===== config.mk =====
export PLATFORM = sky130hd
export DESIGN_NAME = bp_initiator
export DESIGN_NICKNAME = d
export VERILOG_FILES = /design/src/rtl/bp_pkg.sv /design/src/rtl/bp_timer.sv /design/src/rtl/bp_initiator.sv
export SDC_FILE = /design/constraint.sdc
export NUM_CORES = 1
export LEC_CHECK = 0
export CAP_MARGIN = 5
export CELL_PAD_IN_SITES_DETAIL_PLACEMENT = 1
export CELL_PAD_IN_SITES_GLOBAL_PLACEMENT = 2
export CORE_MARGIN = 2
export CORE_UTILIZATION = 28
export DETAILED_ROUTE_END_ITERATION = 8
export GPL_TIMING_DRIVEN = 0
export PLACE_DENSITY_LB_ADDON = 0.1
export SYNTH_ARGS = -nofsm -noshare
export SYNTH_HDL_FRONTEND = slang
export SYNTH_SLANG_ARGS = --single-unit

===== constraint.sdc =====
create_clock -name i_clk -period 1.8 [get_ports i_clk]
set_input_delay 0.36 -clock i_clk [delete_from_list [all_inputs] [get_ports i_clk]]
set_output_delay 0.36 -clock i_clk [all_outputs]
set_load 0.005 [all_outputs]

===== src/rtl/bp_pkg.sv =====
// bp_pkg: shared types and constants for the BytePipe register initiator.
//   BP_ADDR_W      - register address width carried in the command byte
//   BP_CMD_WR_BIT  - bit of the command byte that flags a write
//   bp_state_e     - initiator FSM states
//   timer_width()  - counter width able to hold a given cycle limit
package bp_pkg;

    localparam int BP_ADDR_W     = 7;
    localparam int BP_CMD_WR_BIT = 7;

    typedef enum logic [2:0] {
        ST_IDLE = 3'd0,
        ST_CMD  = 3'd1,
        ST_DATA = 3'd2,
        ST_WAIT = 3'd3,
        ST_RSP  = 3'd4
    } bp_state_e;

    // A limit of 0 still needs a 1-bit counter to stay a legal vector.
    function automatic int timer_width(input int limit);
        return (limit > 0) ? $clog2(limit + 1) : 1;
    endfunction

endpackage


===== src/rtl/bp_timer.sv =====
// bp_timer: response-wait down-counter with terminal-count compare.
//   i_clk, i_rst_n - clock, async active-low reset (count resets to 0)
//   i_clear        - reload the count with LIMIT
//   i_enable       - count down one step this cycle
//   o_expired      - high in the enabled cycle that completes LIMIT cycles
// LIMIT = 0 never expires.
module bp_timer
    import bp_pkg::*;
#(
    parameter int LIMIT = 255
) (
    input  logic i_clk,
    input  logic i_rst_n,
    input  logic i_clear,
    input  logic i_enable,
    output logic o_expired
);

    localparam int            W    = timer_width(LIMIT);
    localparam logic [W-1:0]  LOAD = W'(LIMIT);

    logic [W-1:0] count_q, count_d;

    always_comb begin
        count_d = count_q;
        if (i_clear) begin
            count_d = LOAD;
        end else if (i_enable && (count_q != '0)) begin
            count_d = count_q - 1'b1;
        end
    end

    always_ff @(posedge i_clk or negedge i_rst_n) begin
        if (!i_rst_n) begin
            count_q <= '0;
        end else begin
            count_q <= count_d;
        end
    end

    // Loaded with LIMIT on entry, so the cycle holding 1 is the LIMIT-th one.
    assign o_expired = (LIMIT != 0) && i_enable && (count_q == W'(1));

endmodule


===== src/rtl/bp_initiator.sv =====
// bp_initiator: turns register read/write requests into BytePipe command
// bytes, waits for the single response byte and reports it.
//   i_clk, i_rst_n, i_cg            - clock, async active-low reset, clock-gate enable
//   i_req_*  / o_req_ready          - request: wr, addr, data, check, expect
//   o_bp_data/o_bp_valid/i_bp_ready - bytes towards the responder
//   i_bp_data/i_bp_valid/o_bp_ready - bytes from the responder
//   o_rsp_* / i_rsp_ready           - response: data, mismatch, timeout
//   o_nMismatch                     - saturating mismatch count
//   o_unexpected                    - sticky: byte received outside WAIT
//
// state | meaning
// IDLE  | ready for a request
// CMD   | sending {wr,addr} command byte
// DATA  | sending write data byte
// WAIT  | waiting for the response byte or timeout
// RSP   | presenting the response until taken
module bp_initiator
    import bp_pkg::*;
#(
    parameter int TIMEOUT         = 255,
    parameter bit ZERO_ON_TIMEOUT = 1'b1
) (
    input  logic                 i_clk,
    input  logic                 i_rst_n,
    input  logic                 i_cg,
    input  logic                 i_req_valid,
    output logic                 o_req_ready,
    input  logic                 i_req_wr,
    input  logic [BP_ADDR_W-1:0] i_req_addr,
    input  logic [7:0]           i_req_data,
    input  logic                 i_req_check,
    input  logic [7:0]           i_req_expect,
    output logic [7:0]           o_bp_data,
    output logic                 o_bp_valid,
    input  logic                 i_bp_ready,
    input  logic [7:0]           i_bp_data,
    input  logic                 i_bp_valid,
    output logic                 o_bp_ready,
    output logic                 o_rsp_valid,
    input  logic                 i_rsp_ready,
    output logic [7:0]           o_rsp_data,
    output logic                 o_rsp_mismatch,
    output logic                 o_rsp_timeout,
    output logic [7:0]           o_nMismatch,
    output logic                 o_unexpected
);

    bp_state_e state_q, state_d;

    logic                 wr_q, wr_d;
    logic [BP_ADDR_W-1:0] addr_q, addr_d;
    logic [7:0]           data_q, data_d;
    logic                 check_q, check_d;
    logic [7:0]           expect_q, expect_d;
    logic [7:0]           rsp_data_q, rsp_data_d;
    logic                 mismatch_q, mismatch_d;
    logic                 timeout_q, timeout_d;
    logic [7:0]           nmis_q, nmis_d;
    logic                 unexp_q, unexp_d;

    logic       bp_ready;
    logic       byte_acc;
    logic       byte_mis;
    logic       tmr_expired;
    logic [7:0] cmd_byte;

    // Ready is held off only in RSP: the responder loops our ready back as
    // its own input ready, so dropping it earlier would stall our commands.
    assign bp_ready = (state_q != ST_RSP);
    assign byte_acc = i_bp_valid && bp_ready;
    assign byte_mis = check_q && (i_bp_data != expect_q);

    always_comb begin
        cmd_byte                  = '0;
        cmd_byte[BP_CMD_WR_BIT]   = wr_q;
        cmd_byte[BP_ADDR_W-1:0]   = addr_q;
    end

    bp_timer #(
        .LIMIT(TIMEOUT)
    ) u_timer (
        .i_clk     (i_clk),
        .i_rst_n   (i_rst_n),
        .i_clear   (i_cg && (state_q != ST_WAIT)),
        .i_enable  (i_cg && (state_q == ST_WAIT)),
        .o_expired (tmr_expired)
    );

    always_ff @(posedge i_clk or negedge i_rst_n) begin
        if (!i_rst_n) begin
            state_q <= ST_IDLE;
        end else if (i_cg) begin
            state_q <= state_d;
        end
    end

    always_comb begin
        state_d = state_q;
        case (state_q)
            ST_IDLE: if (i_req_valid) state_d = ST_CMD;
            ST_CMD:  if (i_bp_ready)  state_d = wr_q ? ST_DATA : ST_WAIT;
            ST_DATA: if (i_bp_ready)  state_d = ST_WAIT;
            // A byte in the expiry cycle still counts as a real response.
            ST_WAIT: if (byte_acc || tmr_expired) state_d = ST_RSP;
            ST_RSP:  if (i_rsp_ready) state_d = ST_IDLE;
            default: state_d = ST_IDLE;
        endcase
    end

    always_comb begin
        o_req_ready = (state_q == ST_IDLE);
        o_bp_valid  = (state_q == ST_CMD) || (state_q == ST_DATA);
        o_bp_ready  = bp_ready;
        o_rsp_valid = (state_q == ST_RSP);
        case (state_q)
            ST_CMD:  o_bp_data = cmd_byte;
            ST_DATA: o_bp_data = data_q;
            default: o_bp_data = 8'h00;
        endcase
    end

    always_comb begin
        wr_d       = wr_q;
        addr_d     = addr_q;
        data_d     = data_q;
        check_d    = check_q;
        expect_d   = expect_q;
        rsp_data_d = rsp_data_q;
        mismatch_d = mismatch_q;
        timeout_d  = timeout_q;
        nmis_d     = nmis_q;
        unexp_d    = unexp_q;

        if ((state_q == ST_IDLE) && i_req_valid) begin
            wr_d     = i_req_wr;
            addr_d   = i_req_addr;
            data_d   = i_req_data;
            check_d  = i_req_check;
            expect_d = i_req_expect;
        end

        if (state_q == ST_WAIT) begin
            if (byte_acc) begin
                rsp_data_d = i_bp_data;
                mismatch_d = byte_mis;
                timeout_d  = 1'b0;
                if (byte_mis && (nmis_q != 8'hFF)) begin
                    nmis_d = nmis_q + 8'd1;
                end
            end else if (tmr_expired) begin
                mismatch_d = 1'b0;
                timeout_d  = 1'b1;
                if (ZERO_ON_TIMEOUT) begin
                    rsp_data_d = 8'h00;
                end
            end
        end else if (byte_acc) begin
            unexp_d = 1'b1;
        end
    end

    always_ff @(posedge i_clk or negedge i_rst_n) begin
        if (!i_rst_n) begin
            wr_q       <= 1'b0;
            addr_q     <= '0;
            data_q     <= 8'h00;
            check_q    <= 1'b0;
            expect_q   <= 8'h00;
            rsp_data_q <= 8'h00;
            mismatch_q <= 1'b0;
            timeout_q  <= 1'b0;
            nmis_q     <= 8'h00;
            unexp_q    <= 1'b0;
        end else if (i_cg) begin
            wr_q       <= wr_d;
            addr_q     <= addr_d;
            data_q     <= data_d;
            check_q    <= check_d;
            expect_q   <= expect_d;
            rsp_data_q <= rsp_data_d;
            mismatch_q <= mismatch_d;
            timeout_q  <= timeout_d;
            nmis_q     <= nmis_d;
            unexp_q    <= unexp_d;
        end
    end

    assign o_rsp_data     = rsp_data_q;
    assign o_rsp_mismatch = mismatch_q;
    assign o_rsp_timeout  = timeout_q;
    assign o_nMismatch    = nmis_q;
    assign o_unexpected   = unexp_q;

endmodule


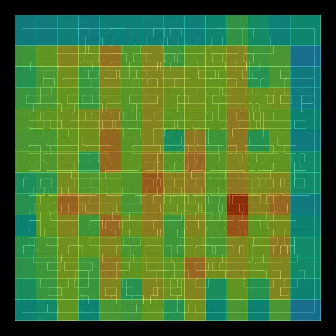
congestion_map.png
total track usage: 0.148
final core utilization: 0.465
GRT met2 Usage: 0.249
met1 Use GR: 0.198
grt met3 use: 0.0337

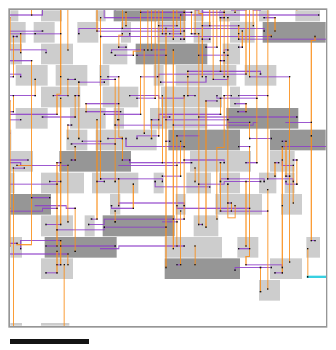
closeup.png
The bar under the picture is 10 µm long. Region (55, 5) to (95, 45) µm. Cells in gray, sequential cells in the stronger gray; small squares are vias.
color	layer
cyan	M3
orange	M2
purple	M1
sequential cells in the window	11
cells with their middle in the window	66
netlist names of flops here include	u_timer.count_q (8)
most frequent	dfrtp_1 (10), nand2_1 (9), buf_4 (7)

==> out/results.txt <==
flops & latches, synth - 55
Placer Congestion - 0.704
crit end category - register
Yosys top cell by instances - dfrtp_1
Power Sequential - 2.09 mW
Maximum Capacitance Violations - 0
metal2 WL - 3.58 mm
post-route ant nets - 0
area growth from synthesis to layout - 59.9%
antenna violations before repair - 0
clock-pin slew on the worst setup and hold paths - 0.10 ns
uppermost routed layer - met4
Non-clock buffers - 114
Post-synth top flop - dfrtp_1
Comb/total area - 0.328
CTS buffer count - 5
buffers and inverters on the worst path - 0
ys cells - 212
RSZ-0062 raised after global routing - true
LEAKAGE - 1.80 nW
Final Hold Vio Count - 0
setup slack after layout - -0.153 ns
non-filler cells in the finished layout - 434
largest class - flip-flops and latches
status - complete, but fails checks
Top power group - combinational cells
Synth Warn # - 0
Area leader share - 0.538
signal buffers share of area - 0.275
Clock power frac - 0.127
share of cells above drive strength 1 - 0.383
endpoints failing setup - 26
clkbuf count - 6
DR pass1 iterations - 4
CP top delay family - simple AND/OR/NAND/NOR gates
worst hold path class - in2async
layer with the highest usage - met2
Placeable Area - 8810 µm²
P_int - 3.55 mW
Seq area share - 0.337
Rel. slew slack - 0.639
Core Rows - 34
vias in the first global route - 2,162
Cell Type Count - 40
Slew Viols, Final - 0
vias per cell - 4.85
met1 WL - 3.37 mm
largest net degree at the start of global routing - 36
total gr overflow - 0
fin crit share - 1.08
crit path kind - reg2reg
first-pass GRT wire length - 11.6 mm
logic area - 1340 µm²
top cells by count, synth - 55 x dfrtp_1, 26 x mux2_2, 16 x nand2_1
failing checks - setup timing
Top cells by area - dfrtp_1 54%, mux2_2 11%, xor2_1 4.4%
Post-synth EDFFs - 0
Pre-Place Util - 0.291
chip area in the Yosys report - 2560 µm²
sw frac - 0.336
DP HPWL - 4.73 mm
Max Root-Sink Buffers - 2
I/O Buffers - 70
crit-path cells - or3_4 -> or3_4 -> o21bai_4 -> o2111a_2 -> mux2_4
Critical Path Fanout Max - 2
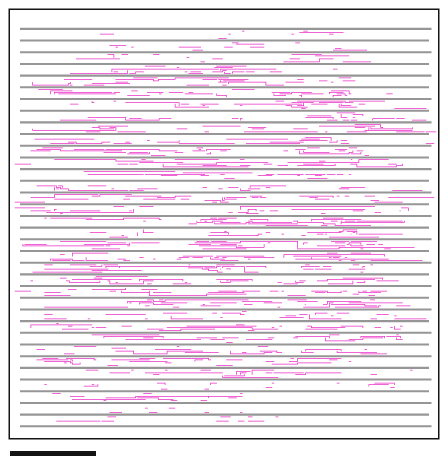
m1.png
The bar under the picture is 20 µm long. Supply wires on this layer in gray.
main direction	horizontal
wire length on this layer	3,370 µm
share of all routed wire	47%
via count: 2,104
Detailed Route WL: 7.25 mm

==> worst paths after layout <==
check | cells past startpoint | start | end | slack [ns]
setup / recovery | 5 | u_timer.count_q[3] | state_q[1] | -0.15
hold / removal | 1 | i_rst_n | u_timer.count_q[4] | 0.03
setup reg to reg | 5 | u_timer.count_q[3] | state_q[1] | -0.15
hold reg to reg | 1 | o_nMismatch[6] | o_nMismatch[6] | 0.50
max in group asynchronous | 2 | i_rst_n | state_q[0] | 1.18
min in group i_clk | 2 | i_bp_data[4] | o_rsp_data[4] | 0.36
==> metrics by stage <==
stage / TNS (ns) / utilization / cell area [µm²] / power, mW / hold WS (ns)
6_report: -2.14 / 0.465 / 4090 / 5.34 / 0.0314
5_1_grt: -4.04 / 0.465 / 4090 / 5.71 / 0.0657
4_1_cts: -2.14 / 0.440 / 3880 / 5.12 / 0.0422
3_5_place_dp: -25.36 / 0.387 / 3410 / 3.89 / 0.383
3_3_place_gp: -110.77 / 0.385 / 3390 / 3.86 / 0.456
2_1_floorplan: -0.185 / - / 2560 / 2.94 / 0.0644
==> state kept, by name, summed over array words and instances, names as in the netlist <==
name,count
expect_q,8
o_rsp_data,8
state_q,3
o_nMismatch,8
u_timer.count_q,8
check_q,1
addr_q,7
o_rsp_timeout,1
o_rsp_mismatch,1
o_unexpected,1
data_q,8
wr_q,1
==> cells by family (layout without fill, tap and decap cells) <==
family          after synthesis  after routing  share of synthesized area
flops                        55             55                      0.538
simple gates                 59             60                      0.123
compound gates               28             28                     0.0973
xor+xnor                     22             22                     0.0753
mux                          29             29                      0.127
fa+ha+maj                     3              3                     0.0147
buf+inv                      16            129                     0.0254
Power figures rest on the tool's default switching activity, not on a simulated workload.
